**Run 1: routing congestion map**

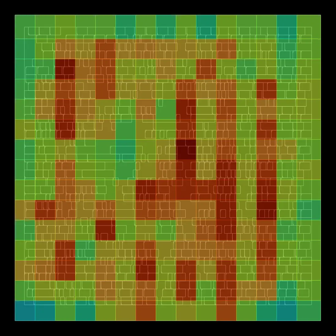
**Run 1: M3 wires**

Cells faint in the background.
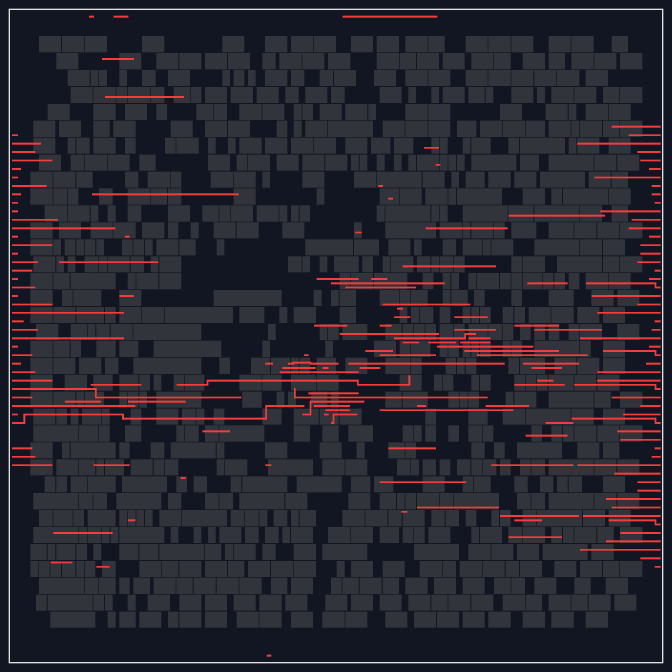
**Run 1: met4 routing**

Scale bar: 20 um. Cells faint in the background.
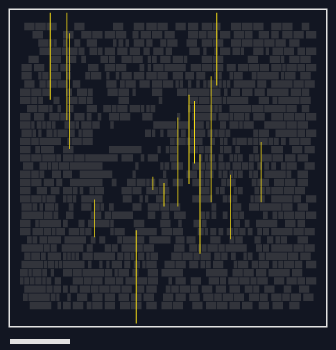
`src/rtl/rv_ma_lsu.sv`:
```
// rv_ma_lsu: memory-access stage (Q103H -> Q104H) with a valid/ready
// request channel and a variable-latency response channel.
//
// Ports
//   clk, rst                 clock, synchronous active-high reset
//   valid/ld_en/st_en_Q103H  instruction present, load, store
//   funct3_Q103H             [1:0] size (B/H/W/D), [2] unsigned load
//   sel_wb_Q103H             write-back select: PC+4 / ALU / DMEM / zero
//   alu_out_Q103H            effective address or ALU result
//   pc_plus4_Q103H           PC+4 for link write-back
//   st_data_Q103H            store data, value in the low bytes
//   dmem_req_*               request channel (aligned addr, byte enables,
//                            lane-shifted write data)
//   dmem_rsp_*               response channel (full aligned word)
//   stall_Q103H              holds Q103H and earlier until the access is done
//   misalign_Q103H           misaligned/illegal access flag (combinational)
//   timeout_err              one-cycle pulse after a hung load is aborted
//   wb_valid/wb_data_Q104H   write-back stage outputs
module rv_ma_lsu #(
  parameter int XLEN        = 32,
  parameter int RSP_TIMEOUT = 255,
  parameter int TW          = $clog2(RSP_TIMEOUT + 1)
) (
  input  logic            clk,
  input  logic            rst,
  input  logic            valid_Q103H,
  input  logic            ld_en_Q103H,
  input  logic            st_en_Q103H,
  input  logic [2:0]      funct3_Q103H,
  input  logic [1:0]      sel_wb_Q103H,
  input  logic [XLEN-1:0] alu_out_Q103H,
  input  logic [XLEN-1:0] pc_plus4_Q103H,
  input  logic [XLEN-1:0] st_data_Q103H,
  output logic            dmem_req_valid,
  input  logic            dmem_req_ready,
  output logic [XLEN-1:0] dmem_req_addr,
  output logic            dmem_req_wr_en,
  output logic [XLEN/8-1:0] dmem_req_byte_en,
  output logic [XLEN-1:0] dmem_req_wr_data,
  input  logic            dmem_rsp_valid,
  input  logic [XLEN-1:0] dmem_rsp_data,
  output logic            stall_Q103H,
  output logic            misalign_Q103H,
  output logic            timeout_err,
  output logic            wb_valid_Q104H,
  output logic [XLEN-1:0] wb_data_Q104H
);

  localparam int NB = XLEN / 8;
  localparam int OW = $clog2(NB);

  typedef enum logic {S_IDLE, S_WAIT_RSP} state_e;

  state_e          state_q, state_d;
  logic [TW-1:0]   cnt_q, cnt_d;
  logic [OW-1:0]   off_q, off_d;
  logic [2:0]      f3_q, f3_d;
  logic            wb_valid_q, wb_valid_d;
  logic [XLEN-1:0] wb_data_q, wb_data_d;
  logic            timeout_err_q, timeout_err_d;

  logic            mem_op, misaligned, req_valid;
  logic            st_hs, ld_hs, ld_rsp, abort, done, completed;
  logic [OW-1:0]   off;
  logic [XLEN-1:0] ld_data, wb_mux;

  // Select the addressed lane of the response word and extend it.
  function automatic logic [XLEN-1:0] load_extract(input logic [XLEN-1:0] data,
                                                   input logic [OW-1:0]   lane_off,
                                                   input logic [2:0]      f3);
    logic [XLEN-1:0] lane;
    lane = data >> {lane_off, 3'b000};
    case (f3[1:0])
      2'd0:    return f3[2] ? XLEN'(lane[7:0])  : XLEN'($signed(lane[7:0]));
      2'd1:    return f3[2] ? XLEN'(lane[15:0]) : XLEN'($signed(lane[15:0]));
      2'd2:    return f3[2] ? XLEN'(lane[31:0]) : XLEN'($signed(lane[31:0]));
      default: return data;
    endcase
  endfunction

  // Q103H decode: alignment check and request payload
  always_comb begin
    mem_op = valid_Q103H & (ld_en_Q103H | st_en_Q103H);
    off    = alu_out_Q103H[OW-1:0];
    case (funct3_Q103H[1:0])
      2'd0:    misaligned = 1'b0;
      2'd1:    misaligned = off[0];
      2'd2:    misaligned = |off[1:0];
      default: misaligned = (XLEN == 32) ? 1'b1 : |off;  // D is illegal on RV32
    endcase
    dmem_req_addr    = alu_out_Q103H & ~XLEN'(NB - 1);
    dmem_req_wr_data = st_data_Q103H << {off, 3'b000};
    dmem_req_wr_en   = st_en_Q103H;
    dmem_req_byte_en = '0;
    for (int i = 0; i < NB; i++)
      dmem_req_byte_en[i] = (i >= int'(off)) && (i < int'(off) + (1 << int'(funct3_Q103H[1:0])));
  end

  // FSM outputs and completion
  always_comb begin
    req_valid = 1'b0;
    st_hs     = 1'b0;
    ld_hs     = 1'b0;
    ld_rsp    = 1'b0;
    abort     = 1'b0;
    case (state_q)
      S_IDLE: begin
        req_valid = mem_op & ~misaligned;
        st_hs     = req_valid & dmem_req_ready & st_en_Q103H;
        ld_hs     = req_valid & dmem_req_ready & ld_en_Q103H;
      end
      default: begin
        // A response in the final counted cycle still wins over the abort.
        ld_rsp = dmem_rsp_valid;
        abort  = ~dmem_rsp_valid & (cnt_q == TW'(RSP_TIMEOUT - 1));
      end
    endcase
    done           = st_hs | ld_rsp | abort;
    stall_Q103H    = mem_op & ~misaligned & ~done;
    misalign_Q103H = mem_op & misaligned;
    dmem_req_valid = req_valid;
  end

  // FSM next state and Q104H next values
  always_comb begin
    state_d = state_q;
    cnt_d   = cnt_q;
    off_d   = off_q;
    f3_d    = f3_q;
    case (state_q)
      S_IDLE: begin
        if (ld_hs) begin
          state_d = S_WAIT_RSP;
          cnt_d   = '0;
          off_d   = off;
          f3_d    = funct3_Q103H;
        end
      end
      default: begin
        cnt_d = cnt_q + TW'(1);
        if (ld_rsp | abort) state_d = S_IDLE;
      end
    endcase

    ld_data = load_extract(dmem_rsp_data, off_q, f3_q);
    case (sel_wb_Q103H)
      2'd0:    wb_mux = pc_plus4_Q103H;
      2'd1:    wb_mux = alu_out_Q103H;
      2'd2:    wb_mux = ld_data;
      default: wb_mux = '0;
    endcase

    // Faulted and aborted accesses never produce a write-back.
    completed     = valid_Q103H & (~(ld_en_Q103H | st_en_Q103H) | st_hs | ld_rsp);
    wb_valid_d    = completed;
    wb_data_d     = completed ? wb_mux : wb_data_q;
    timeout_err_d = abort;
  end

  // Q103H -> Q104H boundary
  always_ff @(posedge clk) begin
    if (rst) begin
      state_q       <= S_IDLE;
      cnt_q         <= '0;
      wb_valid_q    <= 1'b0;
      wb_data_q     <= '0;
      timeout_err_q <= 1'b0;
    end else begin
      state_q       <= state_d;
      cnt_q         <= cnt_d;
      wb_valid_q    <= wb_valid_d;
      wb_data_q     <= wb_data_d;
      timeout_err_q <= timeout_err_d;
    end
    off_q <= off_d;
    f3_q  <= f3_d;
  end

  assign wb_valid_Q104H = wb_valid_q;
  assign wb_data_Q104H  = wb_data_q;
  assign timeout_err    = timeout_err_q;

endmodule
```
`config.mk`:
```
export PLATFORM = sky130hd
export DESIGN_NAME = rv_ma_lsu
export DESIGN_NICKNAME = d
export VERILOG_FILES = /design/src/rtl/rv_ma_lsu.sv
export SDC_FILE = /design/constraint.sdc
export NUM_CORES = 1
export LEC_CHECK = 0
export CAP_MARGIN = 20
export CORE_MARGIN = 3
export CORE_UTILIZATION = 43
export CTS_BUF_LIST = sky130_fd_sc_hd__clkbuf_2
export CTS_CLUSTER_DIAMETER = 30
export DETAILED_ROUTE_END_ITERATION = 7
export GPL_TIMING_DRIVEN = 0
export PLACE_DENSITY = 0.91
export SLEW_MARGIN = 5
export SYNTH_ARGS = -nofsm -noshare
export SYNTH_HDL_FRONTEND = slang
export SYNTH_SLANG_ARGS = --single-unit
```
`constraint.sdc`:
```
create_clock -name clk -period 4.9 [get_ports clk]
set_input_delay 0.735 -clock clk [delete_from_list [all_inputs] [get_ports clk]]
set_output_delay 0.735 -clock clk [all_outputs]
set_load 0.05 [all_outputs]
```
==> datasheet_impl.txt, run 1 <==
Summary of implementation characteristics

Parameter                              Value

Layout
  Final antenna diode count    0
  Num sequential    48
  Count of multi-input combinational gates    409
  Number of filler cells placed in the layout    767
  Clock buffer count    5
  Count of nets after finishing    931
  Clock network area share    0.698%
  Non-clock buffer count in the final layout    314
  Non-CTS inverters    8
  Growth of design area from synthesis to finish    62.3%
  Summed area of non-filler cells in the final layout    0.00681 sq mm
  FF/Latch Area    0.00101 sq mm
  Most frequently placed logic cells in the final layout    sky130_fd_sc_hd__clkdlybuf4s50_1 (240), sky130_fd_sc_hd__mux2i_1 (65), sky130_fd_sc_hd__nand2_1 (52)
  Proportion of cell area occupied by registers    14.8%
  Fraction of final layout cells with drive strength greater than 1    9.91%
  Combinational Area    0.00273 sq mm
  Most frequently placed logic cell in the final layout    sky130_fd_sc_hd__clkdlybuf4s50_1
  Buffering overhead    41.6%
  Final std cells w/o fill    916
  Comb/total area    40.1%
  Cell kind with the greatest summed area    buffers

Logic synthesis
  Aoi share    25.7%
  Main logic family    AND-OR/OR-AND gates
  Cell area after technology mapping    0.00420 sq mm
  Synth async-reset ratio    0%
  Registers, synthesis    48
  Chip Area, Yosys    0.00420 sq mm
  Number of standard cells reported by yosys    538
  Adder Area Share    1.67%
  Post-synthesis share of cell area spent on xor and xnor gates    0.626%
  Count of unique library cells instantiated by Yosys    59
  Post-synthesis average cell area    7.80 sq um
  Top cells by area    sky130_fd_sc_hd__dfxtp_1 (21%), sky130_fd_sc_hd__mux2i_1 (16%), sky130_fd_sc_hd__buf_4 (5.9%)
  Seq/Total Area, Yosys    24.1%
  Library cell with the largest summed area after synthesis    sky130_fd_sc_hd__dfxtp_1
  Area fraction in mux cells    17.7%
  Synth warnings    0
  Cells after Synth    538
  Fraction of the mapped netlist area in simple logic gates    19.3%
  Area fraction of the dominant cell type after synthesis    20.5%
  Count of library flops with an enable pin    5
  Flip-flop cell with the highest count after synthesis    sky130_fd_sc_hd__dfxtp_1

Clock network
  Resized cells post-CTS    0
  Clock tree buffer depth    2
  Number of clock sinks    48
  CTS Buf Count    5
  Cell at the root of the clock tree    sky130_fd_sc_hd__clkbuf_2
  TritonCTS clock tree    built
  Clock edge transition at the registers on the reported setup and hold paths    0.29 ns
  Clock latency reported for the late side of the worst-skew pair    0.44 ns
  Number of buffers inserted by post-CTS setup repair    0
  Number of hold buffers added after CTS    0
  Number of H-tree levels    2

Routing
  Wire length on met3    1240 um
  Met1 WL    6870 um
  WL per Instance    18.6 um
  DR WL met2    8580 um
  Count of nets left with antenna violations after detail routing    0
  Total DRC errors in the routed layout    0
  Average via count per standard cell    5.62
  Drt pass-1 iters    5
  Top Layer Used    met4
  Number of DRC markers in iteration 0    406

Placed design
  # port buffers    240
  Dpl hpwl    14100 um
  Setup WS pre-CTS    0.755 ns
  Final RePlAce weighted congestion    0.992
  Instance area after placement    0.00676 sq mm
  Post-placement cell count    908

Critical path
  Reg2reg path depth    6
  Startpoint of the worst-slack reg-to-reg timing path    off_q[1]
  Critical Path Fanout Max    10
  Crit path DAT    3.42 ns
  Termination of the worst setup path    dmem_req_wr_data[0]
  Ordered list of cells on the worst path    clkdlybuf4s50_1, buf_2, buf_1, nor2_1, and2_1, clkdlybuf4s50_1
  Slowest stage delay, CP    0.83 ns
  Dominant cell type by count on the critical path    sky130_fd_sc_hd__clkdlybuf4s50_1
  Register-to-Register Setup Slack    2.81 ns
  Startpoint Class    input port
  Setup Crit Path Kind    in2out
  Source of the critical timing path    alu_out_Q103H[0]
  CP endpoint kind    primary output
  Capture point of the worst reg-to-reg path    wb_data_Q104H[22]
  Cell with the largest stage delay on the worst path    sky130_fd_sc_hd__clkdlybuf4s50_1
  Worst endpoint required time    4.16 ns

GRT
  Vias in the first global route    5095
  First-pass GRT wire length    26600 um
  Antenna violations before repair    0
  Met3 track utilization from global routing    5.44%
  Overall overflow remaining after global route    0
  Global Route met2 Usage    51.8%
  Pin count of the biggest net entering global routing    17
  Global-route layer with the greatest usage    met2

Timing
  Hold Violations, Final    0
  Final setup slack of the worst path    0.748 ns
  Setup repair after global routing missed its margin    no
  Peak Freq    241 MHz
  Fin Hold WS    0.488 ns
  Max-Slew Margin vs Limit    46.0%
  Final setup violation count    0
  Share of the clock period used by the worst path    84.7%
  Maximum clock skew at final layout    0.0374 ns
  Time the final worst path needs with I/O delays and setup    4.15 ns
  Slew of the pin with the lowest slew margin    0.811 ns
  Final Max Tran Viols    0
  Sum of negative setup slack    0 ns

Die
  Floorplan core area    0.00937 sq mm
  Core utilization at floorplan    44.8%
  Io pins    246
  Number of placement rows    35
  Die Y-Extent    105 um
  Die x size    105 um
  Die area    0.0110 sq mm
  Tap cells    129

Power
  Clock-net power    0.000180 W
  Proportion of power drawn by the clock network    14.3%
  Relative contribution of sequential cells to total power    33.8%
  Overall power of the completed layout    0.00126 W
  Fraction of power consumed by combinational cells    52.0%
  Leakage power summed over all cells    2.65 nW
  Switching part of the total    42.0%
  Net load switching power    0.000528 W
  Sequential group power    0.000425 W
  Internal Power    0.000729 W
  PwrDens    185 mW/mm^2
  Group with the largest share of power    combinational logic
  Peak supply drop    0.123 mV
  Combinational gate power    0.000654 W

Run status
  Outcome    finished, final reports clean

Min path
  Start point of the worst hold path    wb_data_Q104H[21]
  Worst hold path type    reg2reg
  Worst hold endpoint    wb_data_Q104H[21]
  Hold Path Cell Cnt    2

Flow run
  Max-cap violations    0
  Number of warning messages in the logs    27
Notes on 'routing congestion map' above:
utilization of the core after routing: 72.7%
combined global-route utilization of all metal layers: 29.5%
met1 capacity usage during global routing: 37.4%

Notes on 'M3 wires' above:
152 nets have wire on it. The layer carries 1240 um of wire. The wires run mostly horizontal. The longest straight run is 30.8 um.
final wirelength: 17100 um
vias after detailed routing: 5150

Notes on 'met4 routing' above:
The longest straight run is 41.5 um. The layer holds 2.2% of the routed length. 13 nets have wire on it. The layer carries 374 um of wire. The wires run mostly vertical.

[run 1: Yosys cell counts, drive strengths merged (7+ instances only)]
master / instances
or2: 8
a211oi: 10
buf: 51
inv: 7
nor2: 41
o21ai: 49
dfxtp: 43
nor2b: 13
and2: 8
nand2: 52
mux2i: 65
a31oi: 16
o221ai: 9
o2bb2ai: 10
and3: 9
a22oi: 7
clkbuf: 23
a21oi: 37
nand3: 8
or3: 9
[run 1: worst max-delay path, delay by kind of cell]
family	cells	cell delay, ns
buffers and inverters	4	1.86
AND/OR/NAND/NOR	2	0.80
[run 1: sequential cells by signal, indices dropped and copies added (netlist names)]
register and count:
cnt_q 8, f3_q 3, off_q 2, state_q 1, timeout_err 1, wb_data_Q104H 32
wb_valid_Q104H 1
==> inputs of run 2 (changes only) <==
- CORE_UTILIZATION: 43 -> 40
- PLACE_DENSITY: 0.91 -> 0.85
- clock period: 4.9 -> 4.3 ns (I/O delays scaled with it)
==> datasheet_impl.txt, run 2 <==
Summary of implementation characteristics

Parameter                              Value

Timing
  Peak Freq    252 MHz
  Slew of the pin with the lowest slew margin    0.637 ns (-0.173 ns)
  Sum of negative setup slack    0 ns (unchanged)
  Final setup violation count    0 (unchanged)
  Share of the clock period used by the worst path    92.4%

Clock network
  CTS Buf Count    5 (unchanged)
  Number of H-tree levels    2 (unchanged)
  Resized cells post-CTS    0 (unchanged)
  Number of buffers inserted by post-CTS setup repair    0 (unchanged)
  Cell at the root of the clock tree    sky130_fd_sc_hd__clkbuf_2
  TritonCTS clock tree    built

Critical path
  Worst endpoint required time    3.65 ns (-0.51 ns)
  CP endpoint kind    primary output
  Setup Crit Path Kind    in2out
  Dominant cell type by count on the critical path    sky130_fd_sc_hd__clkdlybuf4s50_1
  Startpoint Class    input port
  Critical Path Fanout Max    10 (unchanged)
  Ordered list of cells on the worst path    clkdlybuf4s50_1, buf_2, buf_1, nor2_1, and2_1, clkdlybuf4s50_1

Logic synthesis
  Seq/Total Area, Yosys    24.1% (unchanged)
  Aoi share    25.7% (unchanged)
  Post-synthesis average cell area    7.80 sq um (unchanged)
  Chip Area, Yosys    0.00420 sq mm (unchanged)
  Cell area after technology mapping    0.00420 sq mm (unchanged)
  Most common cell in the synthesized netlist    sky130_fd_sc_hd__mux2i_1
  Library cell with the largest summed area after synthesis    sky130_fd_sc_hd__dfxtp_1
  Post-synthesis share of cell area spent on xor and xnor gates    0.626% (unchanged)
  Count of library flops with an enable pin    5 (unchanged)
  Area fraction in mux cells    17.7% (unchanged)

Layout
  Non-CTS inverters    8 (unchanged)
  Number of filler cells placed in the layout    870 (+13%)
  Utilization of the core after routing    68.4% (-4.2 points)
  Combinational Area    0.00273 sq mm (unchanged)
  Proportion of cell area occupied by registers    14.8% (-0.071 points)
  Clock buffer count    5 (unchanged)
  Comb/total area    39.9% (-0.19 points)
  Final antenna diode count    1 (+1)
  Non-clock buffer count in the final layout    314 (unchanged)
  Summed area of non-filler cells in the final layout    0.00684 sq mm (+0.48%)
  Fraction of final layout cells with drive strength greater than 1    9.91% (unchanged)
  Flip-flop count of the largest register after layout    32 (unchanged)
  Most frequently placed logic cells in the final layout    sky130_fd_sc_hd__clkdlybuf4s50_1 (240), sky130_fd_sc_hd__mux2i_1 (65), sky130_fd_sc_hd__nand2_1 (52)
  Final std cells w/o fill    921 (+0.55%)

Die
  Die Y-Extent    108 um (+3.5%)
  Core utilization at floorplan    42.0% (-2.8 points)
  Floorplan core area    0.0100 sq mm (+6.7%)

GRT
  Overall overflow remaining after global route    0 (unchanged)
  First-pass GRT wire length    27100 um (+2.2%)
  Vias in the first global route    5183 (+1.7%)
  Antenna violations before repair    0 (unchanged)
  Global-route layer with the greatest usage    met2

Routing
  Vias after detailed routing    5167 (+0.33%)
  Final wirelength    17900 um (+5.0%)
  Drt pass-1 iters    5 (unchanged)
  Met1 WL    6820 um (-0.67%)
  DR WL met2    8770 um (+2.2%)
  WL per Instance    19.5 um (+4.4%)

Placed design
  # port buffers    240 (unchanged)
  Instance area after placement    0.00677 sq mm (about the same)
  Post-placement cell count    912 (+0.44%)
  Setup WS pre-CTS    0.293 ns (-0.462 ns)
  Final RePlAce weighted congestion    0.959 (-3.4%)

Flow run
  Number of warning messages in the logs    27 (unchanged)

Power
  PwrDens    219 mW/mm^2 (+18%)
  Peak supply drop    0.118 mV (-4.1%)
  Leakage power summed over all cells    2.66 nW (+0.37%)

Min path
  Worst hold path type    reg2reg

Run status
  Outcome    finished, final reports clean
-- run 2: cell types whose count changed in the layout (fill, tap and decap cells not counted), sizes merged --
| cell | change |
|---|---|
| diode | +1 |
| bufinv | +1 |
| inv | -1 |
-- run 2: path summary, 6_finish.rpt --
kind                                   startpoint             endpoint  slack [ns]  cells after the start
worst max-delay path             alu_out_Q103H[0]  dmem_req_wr_data[1]        0.33                      6
worst min-delay path            wb_data_Q104H[22]    wb_data_Q104H[22]        0.49                      2
worst max register to register           off_q[1]    wb_data_Q104H[22]        2.19                      6
worst min register to register  wb_data_Q104H[22]    wb_data_Q104H[22]        0.49                      2
-- run 2: power breakdown --
group	internal (W)	switching [W]	leakage, nW
Combinational	0.000315	0.000435	2.23
Sequential	0.000473	0.0000105	0.395
Clock	0.000101	0.000164	0.0431
**Run 2: M3 wires**

Cells faint in the background.
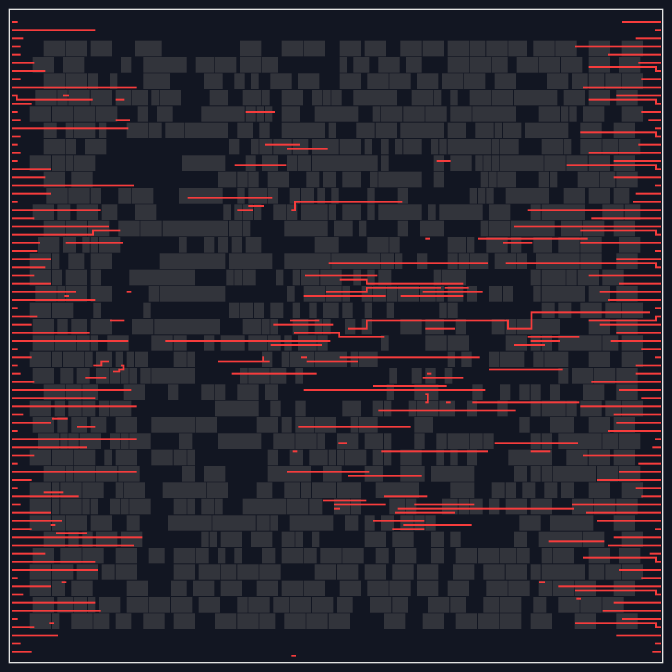
The layer holds 11% of the routed length. The wires run mostly horizontal. 215 nets have wire on it. The longest straight run is 29.9 um. The layer carries 1910 um of wire.

**Run 2: routing congestion map**

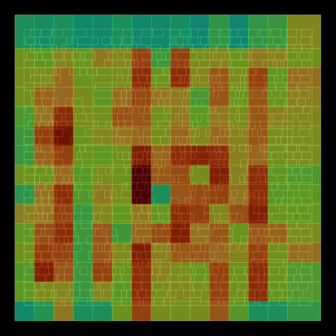
Global Route met2 Usage: 53.0%
met3 track utilization from global routing: 7.34%

Power is estimated from default activity; no workload was simulated.
